## src/rtl/phase_sequencer_pkg.sv

```systemverilog
// Shared types and constants for the instruction phase sequencer.
package phase_sequencer_pkg;

  typedef enum logic [2:0] {
    S_IDLE, S_FETCH, S_DEC, S_EXE, S_MEM, S_WB, S_NXT, S_HALTED
  } state_t;

  // branch_opcode[1:0] encodings
  localparam logic [1:0] BR_JMP = 2'b00;
  localparam logic [1:0] BR_JR  = 2'b01;
  localparam logic [1:0] BR_BEQ = 2'b10;
  localparam logic [1:0] BR_BLT = 2'b11;

  // branch_opcode bit that marks a branch/jump as present
  localparam int BR_VALID = 2;

  localparam logic [31:0] PC_INC = 32'd4;

endpackage

```

## src/rtl/phase_sequencer_if.sv

```systemverilog
// Instruction-memory fetch bus between the sequencer and instruction memory.
interface phase_sequencer_if;
  logic        imem_req;
  logic [31:0] imem_addr;
  logic        imem_ready;
  logic [31:0] imem_data;

  modport master (output imem_req, imem_addr, input imem_ready, imem_data);
  modport slave  (input imem_req, imem_addr, output imem_ready, imem_data);
endinterface

```

## src/rtl/phase_sequencer_next_pc_sel.sv

```systemverilog
// Branch-taken decision and next-PC mux, evaluated during NXT.
module phase_sequencer_next_pc_sel
  import phase_sequencer_pkg::*;
(
  input  logic [31:0] pc,
  input  logic [3:0]  branch_opcode,
  input  logic [31:0] br_target,
  input  logic        cond_zero,
  input  logic        cond_lt,
  output logic [31:0] next_pc
);

  logic taken;
  logic br_unused;

  // bit3 of branch_opcode carries no meaning for PC selection
  assign br_unused = branch_opcode[3];

  // jumps always redirect; conditional branches follow the ALU flags
  always_comb begin
    taken = 1'b0;
    if (branch_opcode[BR_VALID]) begin
      case (branch_opcode[1:0])
        BR_JMP, BR_JR: taken = 1'b1;
        BR_BEQ:        taken = cond_zero;
        BR_BLT:        taken = cond_lt;
        default:       taken = 1'b0;
      endcase
    end
    next_pc = taken ? br_target : pc + PC_INC;
  end

endmodule

```

## src/rtl/phase_sequencer.sv

```systemverilog
// Fetch/phase sequencer: owns PC and IR, fetches from imem, and emits one
// registered strobe per pipeline phase to clock the control unit.
module phase_sequencer
  import phase_sequencer_pkg::*;
#(
  parameter logic [31:0] RESET_PC      = 32'h0000_0000,
  parameter int unsigned FETCH_TIMEOUT = 16
) (
  input  logic               clk,
  input  logic               rst,
  input  logic               start,
  phase_sequencer_if.master  imem,
  output logic [31:0]        instr,
  output logic [5:0]         opcode,
  output logic [31:0]        pc,
  output logic               IF_clk,
  output logic               ID_clk,
  output logic               ALU_clk,
  output logic               MEM_clk,
  output logic               RB_BR_clk,
  input  logic               halt,
  input  logic [3:0]         branch_opcode,
  input  logic [31:0]        br_target,
  input  logic               cond_zero,
  input  logic               cond_lt,
  output logic               running,
  output logic               halted,
  output logic               fault
);

  localparam int CW = $clog2(FETCH_TIMEOUT + 1);

  state_t        state, state_n;
  logic [CW-1:0] cnt, cnt_n;
  logic [31:0]   pc_n, instr_n, nxt_pc;
  logic          halted_n, fault_n;
  logic [4:0]    stb_n;  // {IF, ID, ALU, MEM, RB_BR}, set on entry to each phase

  phase_sequencer_next_pc_sel u_next_pc_sel (
    .pc            (pc),
    .branch_opcode (branch_opcode),
    .br_target     (br_target),
    .cond_zero     (cond_zero),
    .cond_lt       (cond_lt),
    .next_pc       (nxt_pc)
  );

  assign opcode         = instr[31:26];
  assign imem.imem_addr = pc;
  assign imem.imem_req  = (state == S_FETCH);
  assign running        = (state != S_IDLE) && (state != S_HALTED);

  // next-state, datapath updates and strobe for the phase being entered
  always_comb begin
    state_n  = state;
    cnt_n    = cnt;
    pc_n     = pc;
    instr_n  = instr;
    halted_n = halted;
    fault_n  = fault;
    stb_n    = '0;
    case (state)
      S_IDLE: if (start) begin
        state_n  = S_FETCH;
        cnt_n    = '0;
        stb_n[4] = 1'b1;
      end
      S_FETCH: begin
        if (imem.imem_ready) begin
          instr_n  = imem.imem_data;
          state_n  = S_DEC;
          stb_n[3] = 1'b1;
        end else begin
          cnt_n = cnt + 1'b1;
          if (cnt_n == CW'(FETCH_TIMEOUT)) begin
            fault_n  = 1'b1;
            halted_n = 1'b1;
            state_n  = S_HALTED;
          end
        end
      end
      S_DEC: begin state_n = S_EXE; stb_n[2] = 1'b1; end
      S_EXE: begin state_n = S_MEM; stb_n[1] = 1'b1; end
      S_MEM: begin state_n = S_WB;  stb_n[0] = 1'b1; end
      S_WB:  state_n = S_NXT;
      S_NXT: begin
        // halt wins over any branch; PC is left pointing at the halting instr
        if (halt) begin
          halted_n = 1'b1;
          state_n  = S_HALTED;
        end else begin
          pc_n     = nxt_pc;
          cnt_n    = '0;
          state_n  = S_FETCH;
          stb_n[4] = 1'b1;
        end
      end
      S_HALTED: state_n = S_HALTED;
      default:  state_n = S_IDLE;
    endcase
  end

  // state, PC/IR and registered strobes; reset suppresses any strobe
  always_ff @(posedge clk) begin
    if (rst) begin
      state  <= S_IDLE;
      cnt    <= '0;
      pc     <= RESET_PC;
      instr  <= '0;
      halted <= 1'b0;
      fault  <= 1'b0;
      {IF_clk, ID_clk, ALU_clk, MEM_clk, RB_BR_clk} <= '0;
    end else begin
      state  <= state_n;
      cnt    <= cnt_n;
      pc     <= pc_n;
      instr  <= instr_n;
      halted <= halted_n;
      fault  <= fault_n;
      {IF_clk, ID_clk, ALU_clk, MEM_clk, RB_BR_clk} <= stb_n;
    end
  end

endmodule

```

## src/flat_wrapper.sv

```systemverilog
// flat-port wrapper written by rule: the top's interface ports become plain ports
module phase_sequencer_flat import phase_sequencer_pkg::*;
#(
  parameter logic [31:0] RESET_PC      = 32'h0000_0000,
  parameter int unsigned FETCH_TIMEOUT = 16
)
  (clk, rst, start, instr, opcode, pc, IF_clk, ID_clk, ALU_clk, MEM_clk, RB_BR_clk, halt, branch_opcode, br_target, cond_zero, cond_lt, running, halted, fault, imem_imem_req, imem_imem_addr, imem_imem_ready, imem_imem_data);
  phase_sequencer_if imem_i ();
  input  logic clk;
  input  logic rst;
  input  logic start;
  output logic [31:0] instr;
  output logic [5:0] opcode;
  output logic [31:0] pc;
  output logic IF_clk;
  output logic ID_clk;
  output logic ALU_clk;
  output logic MEM_clk;
  output logic RB_BR_clk;
  input  logic halt;
  input  logic [3:0] branch_opcode;
  input  logic [31:0] br_target;
  input  logic cond_zero;
  input  logic cond_lt;
  output logic running;
  output logic halted;
  output logic fault;
  output wire logic [$bits(imem_i.imem_req)-1:0] imem_imem_req;
  output wire logic [$bits(imem_i.imem_addr)-1:0] imem_imem_addr;
  input wire logic [$bits(imem_i.imem_ready)-1:0] imem_imem_ready;
  input wire logic [$bits(imem_i.imem_data)-1:0] imem_imem_data;
  assign imem_imem_req = imem_i.imem_req;
  assign imem_imem_addr = imem_i.imem_addr;
  assign imem_i.imem_ready = imem_imem_ready;
  assign imem_i.imem_data = imem_imem_data;
  phase_sequencer #(.RESET_PC(RESET_PC), .FETCH_TIMEOUT(FETCH_TIMEOUT)) u_core (.clk(clk), .rst(rst), .start(start), .imem(imem_i), .instr(instr), .opcode(opcode), .pc(pc), .IF_clk(IF_clk), .ID_clk(ID_clk), .ALU_clk(ALU_clk), .MEM_clk(MEM_clk), .RB_BR_clk(RB_BR_clk), .halt(halt), .branch_opcode(branch_opcode), .br_target(br_target), .cond_zero(cond_zero), .cond_lt(cond_lt), .running(running), .halted(halted), .fault(fault));
endmodule
```

## config.mk

```make
export PLATFORM = sky130hd
export DESIGN_NAME = phase_sequencer_flat
export DESIGN_NICKNAME = d
export VERILOG_FILES = /design/src/rtl/phase_sequencer_pkg.sv /design/src/rtl/phase_sequencer_if.sv /design/src/rtl/phase_sequencer_next_pc_sel.sv /design/src/rtl/phase_sequencer.sv /design/src/flat_wrapper.sv
export SDC_FILE = /design/constraint.sdc
export NUM_CORES = 1
export LEC_CHECK = 0
export ABC_AREA = 1
export CAP_MARGIN = 40
export CELL_PAD_IN_SITES_DETAIL_PLACEMENT = 2
export CELL_PAD_IN_SITES_GLOBAL_PLACEMENT = 2
export CORE_MARGIN = 5
export CORE_UTILIZATION = 21
export DETAILED_ROUTE_END_ITERATION = 10
export GPL_TIMING_DRIVEN = 0
export PLACE_DENSITY = 0.88
export SYNTH_ARGS = -nofsm -noshare
export SYNTH_HDL_FRONTEND = slang
export SYNTH_SLANG_ARGS = --single-unit
```

## constraint.sdc

```tcl
create_clock -name clk -period 1.9 [get_ports clk]
set_input_delay 0.38 -clock clk [delete_from_list [all_inputs] [get_ports clk]]
set_output_delay 0.38 -clock clk [all_outputs]
set_load 0.1 [all_outputs]
```

Figure 1. A small window of the routed layout (run 1).
Region (105, 105) to (125, 125) µm. Cells in grey, sequential cells in the stronger grey; small squares are vias.
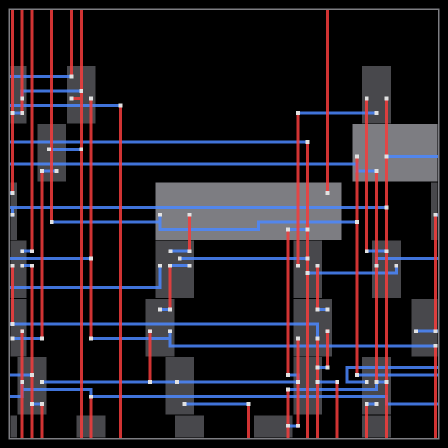
Key: red = M2; blue = M1
Sequential cells in the window: 1. Most frequent: nand2_1 (8), inv_1 (2). 13 logic cells have their middle in the window. Netlist names of flops here include `u_core.imem.imem_addr` (1).

Figure 2. Clock nets (run 1).
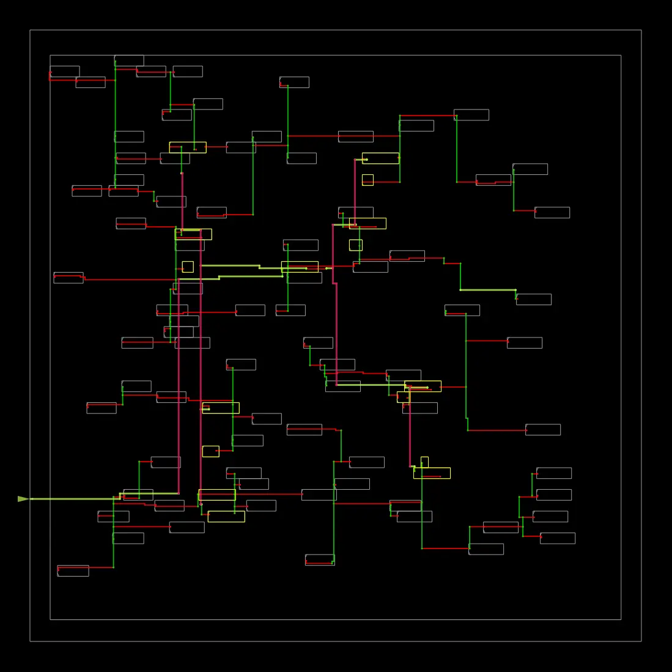
CTS buffer count: 9
Clk. pwr: 1830 µW
clock buffer count: 10
clock sink count: 79

Figure 3. Port wiring (run 1).
(2 px per µm)
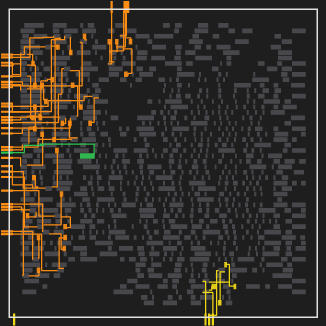
Key: yellow = `branch_opcode` [bits 4, direction input, end cells 4, buffers 3, wire 109 µm]; green = `halted` [bits 1, direction output, end cells 1, buffers 1, wire 52.5 µm]; orange = `imem_imem_data` [bits 32, direction input, end cells 32, buffers 32, wire 1290 µm]

==> CHANGELOG.md, run 1 <==
## Implementation

- Synth Seq Share: 0.367
- Vias in the first global route: 6713
- Clk network pwr share: 0.338
- HP Start: u_core.instr[21]$_SDFFE_PP0P_
- CP Data Required Time: ~1.5 ns
- Max H-tree Level: 3
- WL/cell: 21.9 µm
- TritonCTS clock tree: done
- Final net count: 993
- Worst-Margin Slew: 0.667 ns
- Status: finished clean
- Main logic family: simple AND/OR/NAND/NOR gates
- Global Route Usage Sum: 0.224
- Flops after synth: about 79
- Synth-to-layout area growth: 102%
- Mapped Nets: roughly 740
- Hold crit path type: reg -> reg
- Aoi share: 0.114
- Ys cells: ~660
- Reg clk slew, reported paths: 0.07 ns
- Biggest consumer: clock
- CP max stage cell: clkdlybuf4s50_1
- Final setup vio count: 0
- Worst Setup Start Kind: flop
- Cell Int Power: 3370 µW
- Seq pwr share: 0.332
- Relative slew slack: 0.555
- Top cells by area: dfxtp_1 37%, nand2_1 17%, nand3_1 8.3%
- Synth Flop Type: dfxtp_1
- Std-Cell Rows: 52
- Post-Route WL: around 26 mm
- Top-area cell share: 0.367
- Pleak: 0.00339 µW
- Clk latency late pin: 0.36 ns
- WS Path Type: reg -> out
- CTS resizes: 103
- R2R Path End: u_core.imem.imem_addr[14]$_SDFFE_PP0P_
- Switching power total: between 2000 and 2500 µW
- Post-CTS Setup Bufs: 11
- First-pass GRT wire length: 40.8 mm
- Yosys adder share: 0.00581
- P per Cell Area: 623 mW/mm²
- IO Pins: about 190
- Clk_skew: 0.0104 ns
- Sw Share: 0.377
## run 1: worst register-to-register path: cells and delay by family, from the launching register on
kind	cells	cell delay, ns
adders and majority gates	1	0.22
and+or+nand+nor	8	0.95
buffers and inverters	2	0.21
DFF	1	0.39
## run 1: area by class of cell
type | instances | area [µm²]
buffer | 65 | 425
clock buffer | 10 | 250
clock inverter | 6 | 48.8
fill | 2170 | 11500
inverter | 40 | 153
multi-input combinational | 475 | 2220
sequential | 79 | 1710
tap | 270 | 338
timing repair buffer | 246 | 3540
## run 1: layer usage
metal,track usage,vias to the layer above,share of wire
li1,-,2635,-
met1,0.235,2767,0.37
met2,0.434,194,0.54
met3,0.0450,58,0.051
met4,0.0870,0,0.035
met5,0,-,0
## run 1: through the flow
stage	TNS [ns]	total power, µW	setup slack, ns	instance area [µm²]	std cells
2_1_floorplan	0	2780	0.0126	4340	659
3_3_place_gp	-19.01	3230	-0.875	6510	1112
4_1_cts	0	5460	0.00108	8710	1201
3_5_place_dp	-18.89	3670	-0.561	8470	1223
5_1_grt	-0.0114	5610	-0.0103	8690	1191
6_report	0	5410	0.0259	8690	1191
## run 1: how the worst max path moves through the flow
stage                                                  end  slack (ns)  depth (start not counted)
finish                                   imem_imem_addr[7]        0.03                          2
global route         u_core.imem.imem_addr[5]$_SDFFE_PP0P_       -0.01                          7
CTS                                                 halted       0.001                          2
detailed placement                           imem_imem_req       -0.56                          5
global placement                             imem_imem_req       -0.88                          4
floorplan           u_core.imem.imem_addr[31]$_SDFFE_PP0P_        0.01                          7
## run 1: cells in the final DEF (no fill, tap or decap), drive strengths merged, types with 7 or more instances in the layout
cell type      count
buf              170
a21oi             58
a31oi              7
inv               43
nor3              15
dfxtp             79
clkbuf            27
nor2              83
nand2            202
o21ai             11
clkdlybuf4s50    120
nand3             73
--- run 2 (diff from run 1) ---
==> constraint.sdc (replaced) <==
create_clock -name clk -period 2 [get_ports clk]
set_input_delay 0.4 -clock clk [delete_from_list [all_inputs] [get_ports clk]]
set_output_delay 0.4 -clock clk [all_outputs]
set_load 0.1 [all_outputs]
Figure 4. Clock nets (run 2).
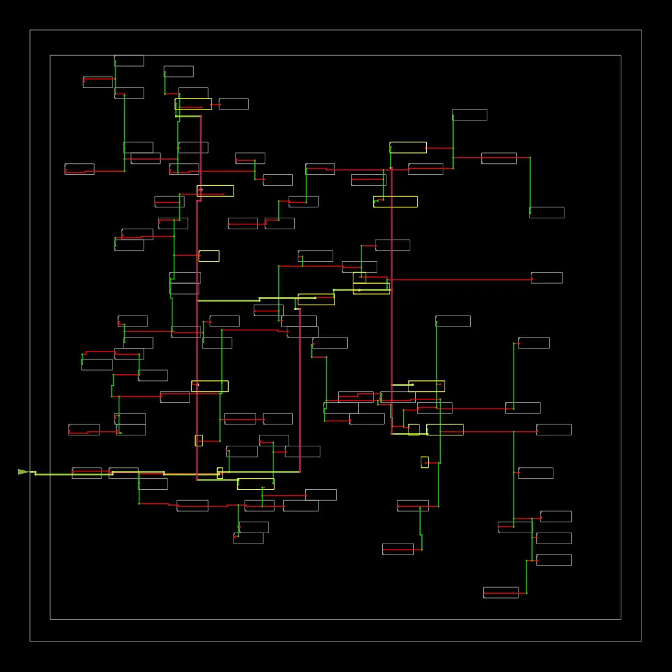
clock buffer count: 11
clk_skew: 0.0103 ns

Figure 5. The metal 2 layer (run 2).
(2 px per µm)
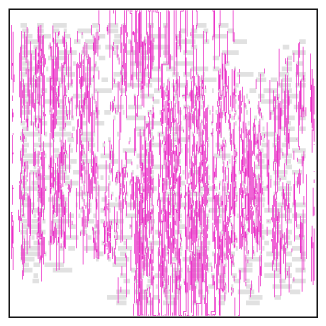
The layer carries 14800 µm of wire. The wires run mostly vertical. 951 nets have wire on it.

==> CHANGELOG.md, run 2 <==
## Implementation

- Largest cell class by area: buffers (unchanged)
- Clk tree area frac: 0.0332 (was 0.0344)
- NonClk Buf Share: 0.481 (was 0.456)
- Largest net degree at the start of global routing: 14 (was 16)
- Most numerous logic cell after layout: nand2_1 (unchanged)
- Clk. pwr: 1760 µW (was 1830 µW)
- First-pass GRT wire length: 41.1 mm (was 40.8 mm)
- Sw Share: 0.363 (was 0.377)
- Max H-tree Level: 3 (unchanged)
- Fillcell total: 2167 (was 2170)
- Status: finished clean (unchanged)
- Cell Int Power: 3320 µW (was 3370 µW)
- P per Cell Area: 579 mW/mm² (was 623 mW/mm²)
- Pleak: 0.00346 µW (was 0.00339 µW)
- Synth Seq Share: 0.367 (unchanged)
- WL/cell: 21.8 µm (was 21.9 µm)
- Non-clock buffer count: 345 (was 311)
- Global Route Usage Sum: 0.224 (about the same)
- Worst Setup Start Kind: flop (unchanged)
- MI comb area: 0.00219 mm² (was 0.00222 mm²)
- IO Pins: 186 (unchanged)
- Top-area cell share: 0.367 (unchanged)
- Pre-CTS setup slack: -0.427 ns (was -0.561 ns)
- WS Path Type: reg -> out (unchanged)
- Comb gates: 475 (unchanged)
- Mapped Nets: 736 (unchanged)
- Top cells excl fill/tap: 196 x nand2_1, 163 x clkdlybuf4s50_1, 75 x nor2_1 (was 195 x nand2_1, 120 x clkdlybuf4s50_1, 71 x nand3_1)
- Final setup vio count: 0 (unchanged)
- Flops: 79 (unchanged)
- Nonclk inv count: 40 (unchanged)
- Final net count: 1027 (was 993)
- Clk network pwr share: 0.338 (about the same)
- Ys cells: 659 (unchanged)
- Biggest consumer: clock (unchanged)
- Met3 Use GR: 0.0506 (was 0.0450)
- Relative slew slack: 0.489 (was 0.555)
- Seq pwr share: 0.327 (was 0.332)
- CP Data Required Time: 1.60 ns (was 1.52 ns)
- Worst-Margin Slew: 0.766 ns (was 0.667 ns)
- Synth-to-layout area growth: 109% (was 102%)
- Synth Flop Type: dfxtp_1 (unchanged)
- Flops after synth: 79 (unchanged)
- Vias in the first global route: 6852 (was 6713)
- Total Neg Setup Slack: 0 ns (unchanged)
- Layer with the highest usage: met2 (unchanged)
- TritonCTS clock tree: done (unchanged)
- Global Route met2 Usage: 0.429 (was 0.434)
- Post-Route WL: 26.7 mm (was 26.1 mm)
- Combinational share of cell area: 0.243 (was 0.256)
- Std-Cell Rows: 52 (unchanged)
Figure 6. A small window of the routed layout (run 2).
Region (105, 105) to (125, 125) µm. Cells in grey, sequential cells in the stronger grey; small squares are vias.
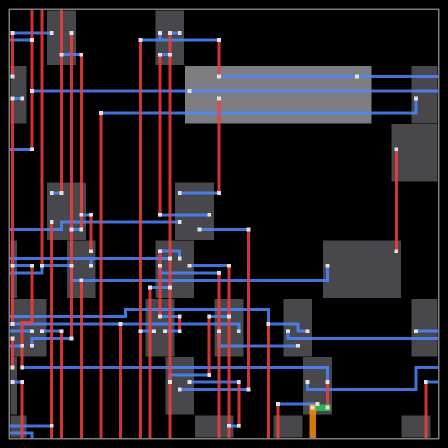
Key: orange = M4; blue = M1; red = M2; green = M3
Sequential cells in the window: 1. Netlist names of flops here include `u_core.imem.imem_addr` (1). Most frequent: nand2_1 (8), nand3_1 (2), a21oi_1 (2). 15 logic cells have their middle in the window.

run 2: cell counts after synthesis:
Identical to the previous run, type by type.
run 2: cells by family after synthesis:
logic type	count (synthesis)	synth area share
flip-flops	79	0.367
XOR/XNOR	3	0.00610
adder cells (fa/ha/maj)	2	0.00581
AND-OR/OR-AND	89	0.114
AND/OR/NAND/NOR	381	0.377
buffers and inverters	105	0.130
run 2: worst max-delay path, cell delays in order, from the launching register on:
cell and delay (ns):
dfxtp_2 0.35, clkdlybuf4s50_1 0.63, buf_8 0.25
run 2: final timing paths:
path                                             to  depth (start not counted)                                   from
min                   u_core.instr[25]$_SDFFE_PP0P_                          2          u_core.instr[25]$_SDFFE_PP0P_
min reg2reg           u_core.instr[25]$_SDFFE_PP0P_                          2          u_core.instr[25]$_SDFFE_PP0P_
max reg2reg  u_core.imem.imem_addr[12]$_SDFFE_PP0P_                         11  u_core.imem.imem_addr[2]$_SDFFE_PP0P_
max                               imem_imem_addr[1]                          2  u_core.imem.imem_addr[1]$_SDFFE_PP0P_
run 2: routing by layer:
layer  routed length [µm]  share of wire
met5                    0              0
met4                  811          0.030
met3                 1280          0.048
met2                14800           0.55
met1                 9850           0.37
run 2: stage by stage:
stage | utilization | power [µW] | instances | hold WS [ns] | area [µm²]
2_1_floorplan | - | 2650 | 659 | 0.438 | 4330
3_3_place_gp | 0.321 | 3080 | 1112 | 0.448 | 6500
3_5_place_dp | 0.423 | 3520 | 1223 | 0.462 | 8570
4_1_cts | 0.442 | 5250 | 1229 | 0.472 | 8950
5_1_grt | 0.445 | 5400 | 1226 | 0.486 | 9000
6_report | 0.445 | 5210 | 1226 | 0.468 | 9000
run 2: what timing repair did:
action / CTS / global route
setup buffers: 2 / 3
gates resized: 60 / 33
pin swaps: 1 / 0
endpoints found under the setup margin: 50 / 40
--- run 3 (diff from run 2) ---
--- a/config.mk
+++ b/config.mk
@@ -9,7 +9,6 @@
 export CAP_MARGIN = 40
 export CELL_PAD_IN_SITES_DETAIL_PLACEMENT = 2
 export CELL_PAD_IN_SITES_GLOBAL_PLACEMENT = 2
-export CORE_MARGIN = 5
 export CORE_UTILIZATION = 21
 export DETAILED_ROUTE_END_ITERATION = 10
 export GPL_TIMING_DRIVEN = 0
Figure 7. Clock nets (run 3).
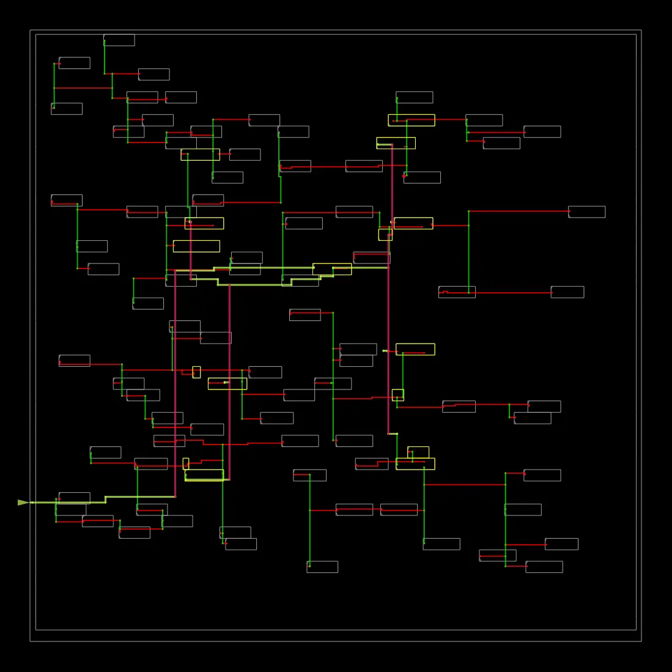
Flops: 79
Clk. pwr: 1880 µW

Figure 8. The metal 2 layer (run 3).
(2 px per µm)
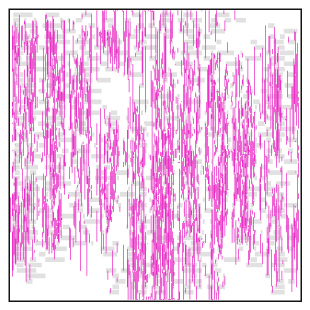
Post-Route WL: 25.0 mm
via count: 5758
Global Route met2 Usage: 0.481

==> CHANGELOG.md, run 3 <==
## Implementation

- Synth Flop Type: dfxtp_1 (unchanged)
- R2R Path End: u_core.imem.imem_addr[22]$_SDFFE_PP0P_ (was u_core.imem.imem_addr[12]$_SDFFE_PP0P_)
- Reg-to-reg startpoint: u_core.imem.imem_addr[2]$_SDFFE_PP0P_ (unchanged)
- IO Pins: 186 (unchanged)
- Synth Seq Share: 0.367 (unchanged)
- Largest net degree at the start of global routing: 14 (unchanged)
- Std-Cell Rows: 52 (unchanged)
- CP max stage cell: clkdlybuf4s50_1 (unchanged)
- CP Data Required Time: 1.60 ns (about the same)
- Global Route Usage Sum: 0.238 (was 0.224)
- CP peak stage delay: 0.53 ns (was 0.63 ns)
- Vias in the first global route: 6688 (was 6852)
- Clock sink count: 79 (unchanged)
- Tool warnings: 27 (was 28)
- Pre-CTS setup slack: -0.423 ns (was -0.427 ns)
- Flops after synth: 79 (unchanged)
- Aoi share: 0.114 (unchanged)
- MI comb area: 0.00218 mm² (was 0.00219 mm²)
- FF/Latch Area: 0.00169 mm² (about the same)
- Simple-Gate Area Share: 0.377 (unchanged)
- Placed instance area: 0.00839 mm² (was 0.00857 mm²)
- R2R Setup Slk: 0.10 ns (about the same)
- TritonCTS clock tree: done (unchanged)
- XOR Share, Synth: 0.00610 (unchanged)
- CTS buffer count: 9 (unchanged)
- Most numerous logic cell after layout: nand2_1 (unchanged)
- Worst Setup EP: pc[12] (was imem_imem_addr[1])
- Final core occ: 0.440 (was 0.445)
- PnR worst setup slack: 0.00618 ns (was 0.0104 ns)
- WS Path Type: reg -> out (unchanged)
- Part of the cycle the worst path needs: 0.997 (was 0.995)
- Yosys adder share: 0.00581 (unchanged)
- Total Neg Setup Slack: 0 ns (unchanged)
- Max H-tree Level: 3 (unchanged)
- Hold crit path type: reg -> reg (unchanged)
- R2r worst-path depth: 11 (unchanged)
- Clk_skew: 0.00593 ns (was 0.0103 ns)
- Top cells by area: dfxtp_1 37%, nand2_1 17%, nand3_1 8.3% (unchanged)
- Final net count: 1032 (was 1027)
- Worst Setup Start Kind: flop (unchanged)
- First-pass GRT wire length: 38.5 mm (was 41.1 mm)
- Mapped Nets: 736 (unchanged)
- Pleak: 0.00344 µW (was 0.00346 µW)
- P per Cell Area: 594 mW/mm² (was 579 mW/mm²)
- Reg clk slew, reported paths: 0.07 ns (was 0.06 ns)
- Fin area: 0.00887 mm² (was 0.00900 mm²)
- Final setup vio count: 0 (unchanged)
- Hold_ws: 0.468 ns (about the same)
- Hpwl dp: 20.0 mm (was 21.2 mm)
- Final Power: 5280 µW (was 5210 µW)
- Ys cells: 659 (unchanged)
- WL/cell: 20.3 µm (was 21.8 µm)
- Main logic family: simple AND/OR/NAND/NOR gates (unchanged)
- Placed insts: 1224 (was 1223)
- Non-Filler Instances: 1230 (was 1226)
- Relative slew slack: 0.509 (was 0.489)
- Cells along the critical path: buf_4, clkdlybuf4s50_1, buf_12 (was clkdlybuf4s50_1, buf_8)
- Worst-Margin Slew: 0.736 ns (was 0.766 ns)
- Clk latency late pin: 0.35 ns (about the same)
- Fillcell total: 2193 (was 2167)
- Crit path from: u_core.imem.imem_addr[12]$_SDFFE_PP0P_ (was u_core.imem.imem_addr[1]$_SDFFE_PP0P_)
- Status: finished clean (unchanged)
- Synth mux share: 0 (unchanged)
- Top cells excl fill/tap: 197 x nand2_1, 166 x clkdlybuf4s50_1, 76 x nor2_1 (was 196 x nand2_1, 163 x clkdlybuf4s50_1, 75 x nor2_1)
Figure 9. Wiring by layer (run 3).
(4 px per µm) Two of the layers only.
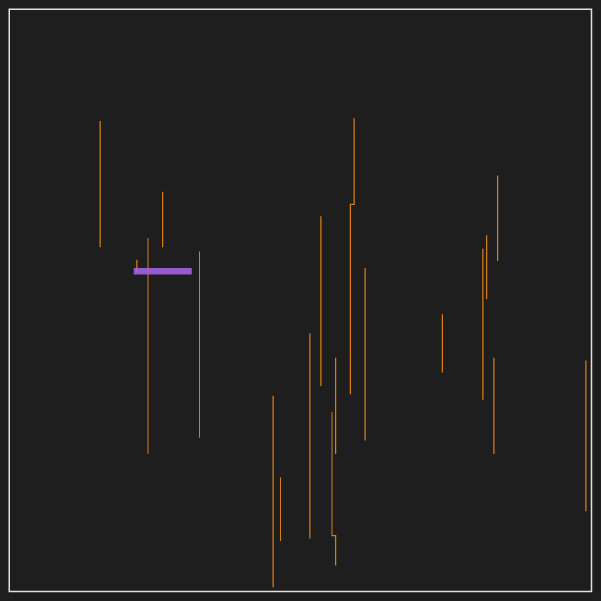
Key: purple = M5 [wire length 12.9 µm]; orange = M4 [wire length 629 µm]

run 3: cell type report:
class / instances / share of cell area
Buffer: 65 / 0.0467
Clock buffer: 11 / 0.0274
Clock inverter: 5 / 0.00916
Inverter: 40 / 0.0169
Multi-Input combinational cell: 475 / 0.246
Sequential cell: 79 / 0.190
Tap cell: 270 / 0.0381
Timing Repair Buffer: 285 / 0.426
run 3: critical path: cells and delay by family, from the launching register on:
kind                   cells  cell delay, ns
buffers and inverters      3            0.85
DFF                        1            0.40
run 3: how the worst min path moves through the flow:
stage                                        startpoint                             to  depth (start not counted)
after CTS                 u_core.instr[21]$_SDFFE_PP0P_  u_core.instr[21]$_SDFFE_PP0P_                          2
after floorplan              u_core.cnt[4]$_SDFFE_PP0P_     u_core.cnt[4]$_SDFFE_PP0P_                          2
after global routing      u_core.instr[20]$_SDFFE_PP0P_  u_core.instr[20]$_SDFFE_PP0P_                          2
after detailed placement  u_core.instr[21]$_SDFFE_PP0P_  u_core.instr[21]$_SDFFE_PP0P_                          2
after global placement     u_core.instr[2]$_SDFFE_PP0P_   u_core.instr[2]$_SDFFE_PP0P_                          2
final                     u_core.instr[21]$_SDFFE_PP0P_  u_core.instr[21]$_SDFFE_PP0P_                          2
run 3: per-layer routing:
metal  wire length, µm  GRT usage  part of all wire  vias to the layer above
li1                  -          -                 -                     2700
met1              9260      0.239              0.37                     2835
met2             13900      0.481              0.56                      179
met3              1220     0.0484             0.049                       42
met4               628     0.0758             0.025                        2
met5                12          0           0.00048                        -
run 3: timing repair:
item | 4_1_cts | 5_1_grt
setup endpoints to repair | 44 | 27
pin swaps | 1 | 0
buffers inserted | 2 | 4
gates resized | 58 | 24
hold buffers | 0 | 0
run 3: power breakdown:
part	internal, µW	switching (µW)
Sequential	1630	79.0
Combinational	653	1040
Clock	1130	745
No activity file was given, so power comes from the tool's default toggle rates.
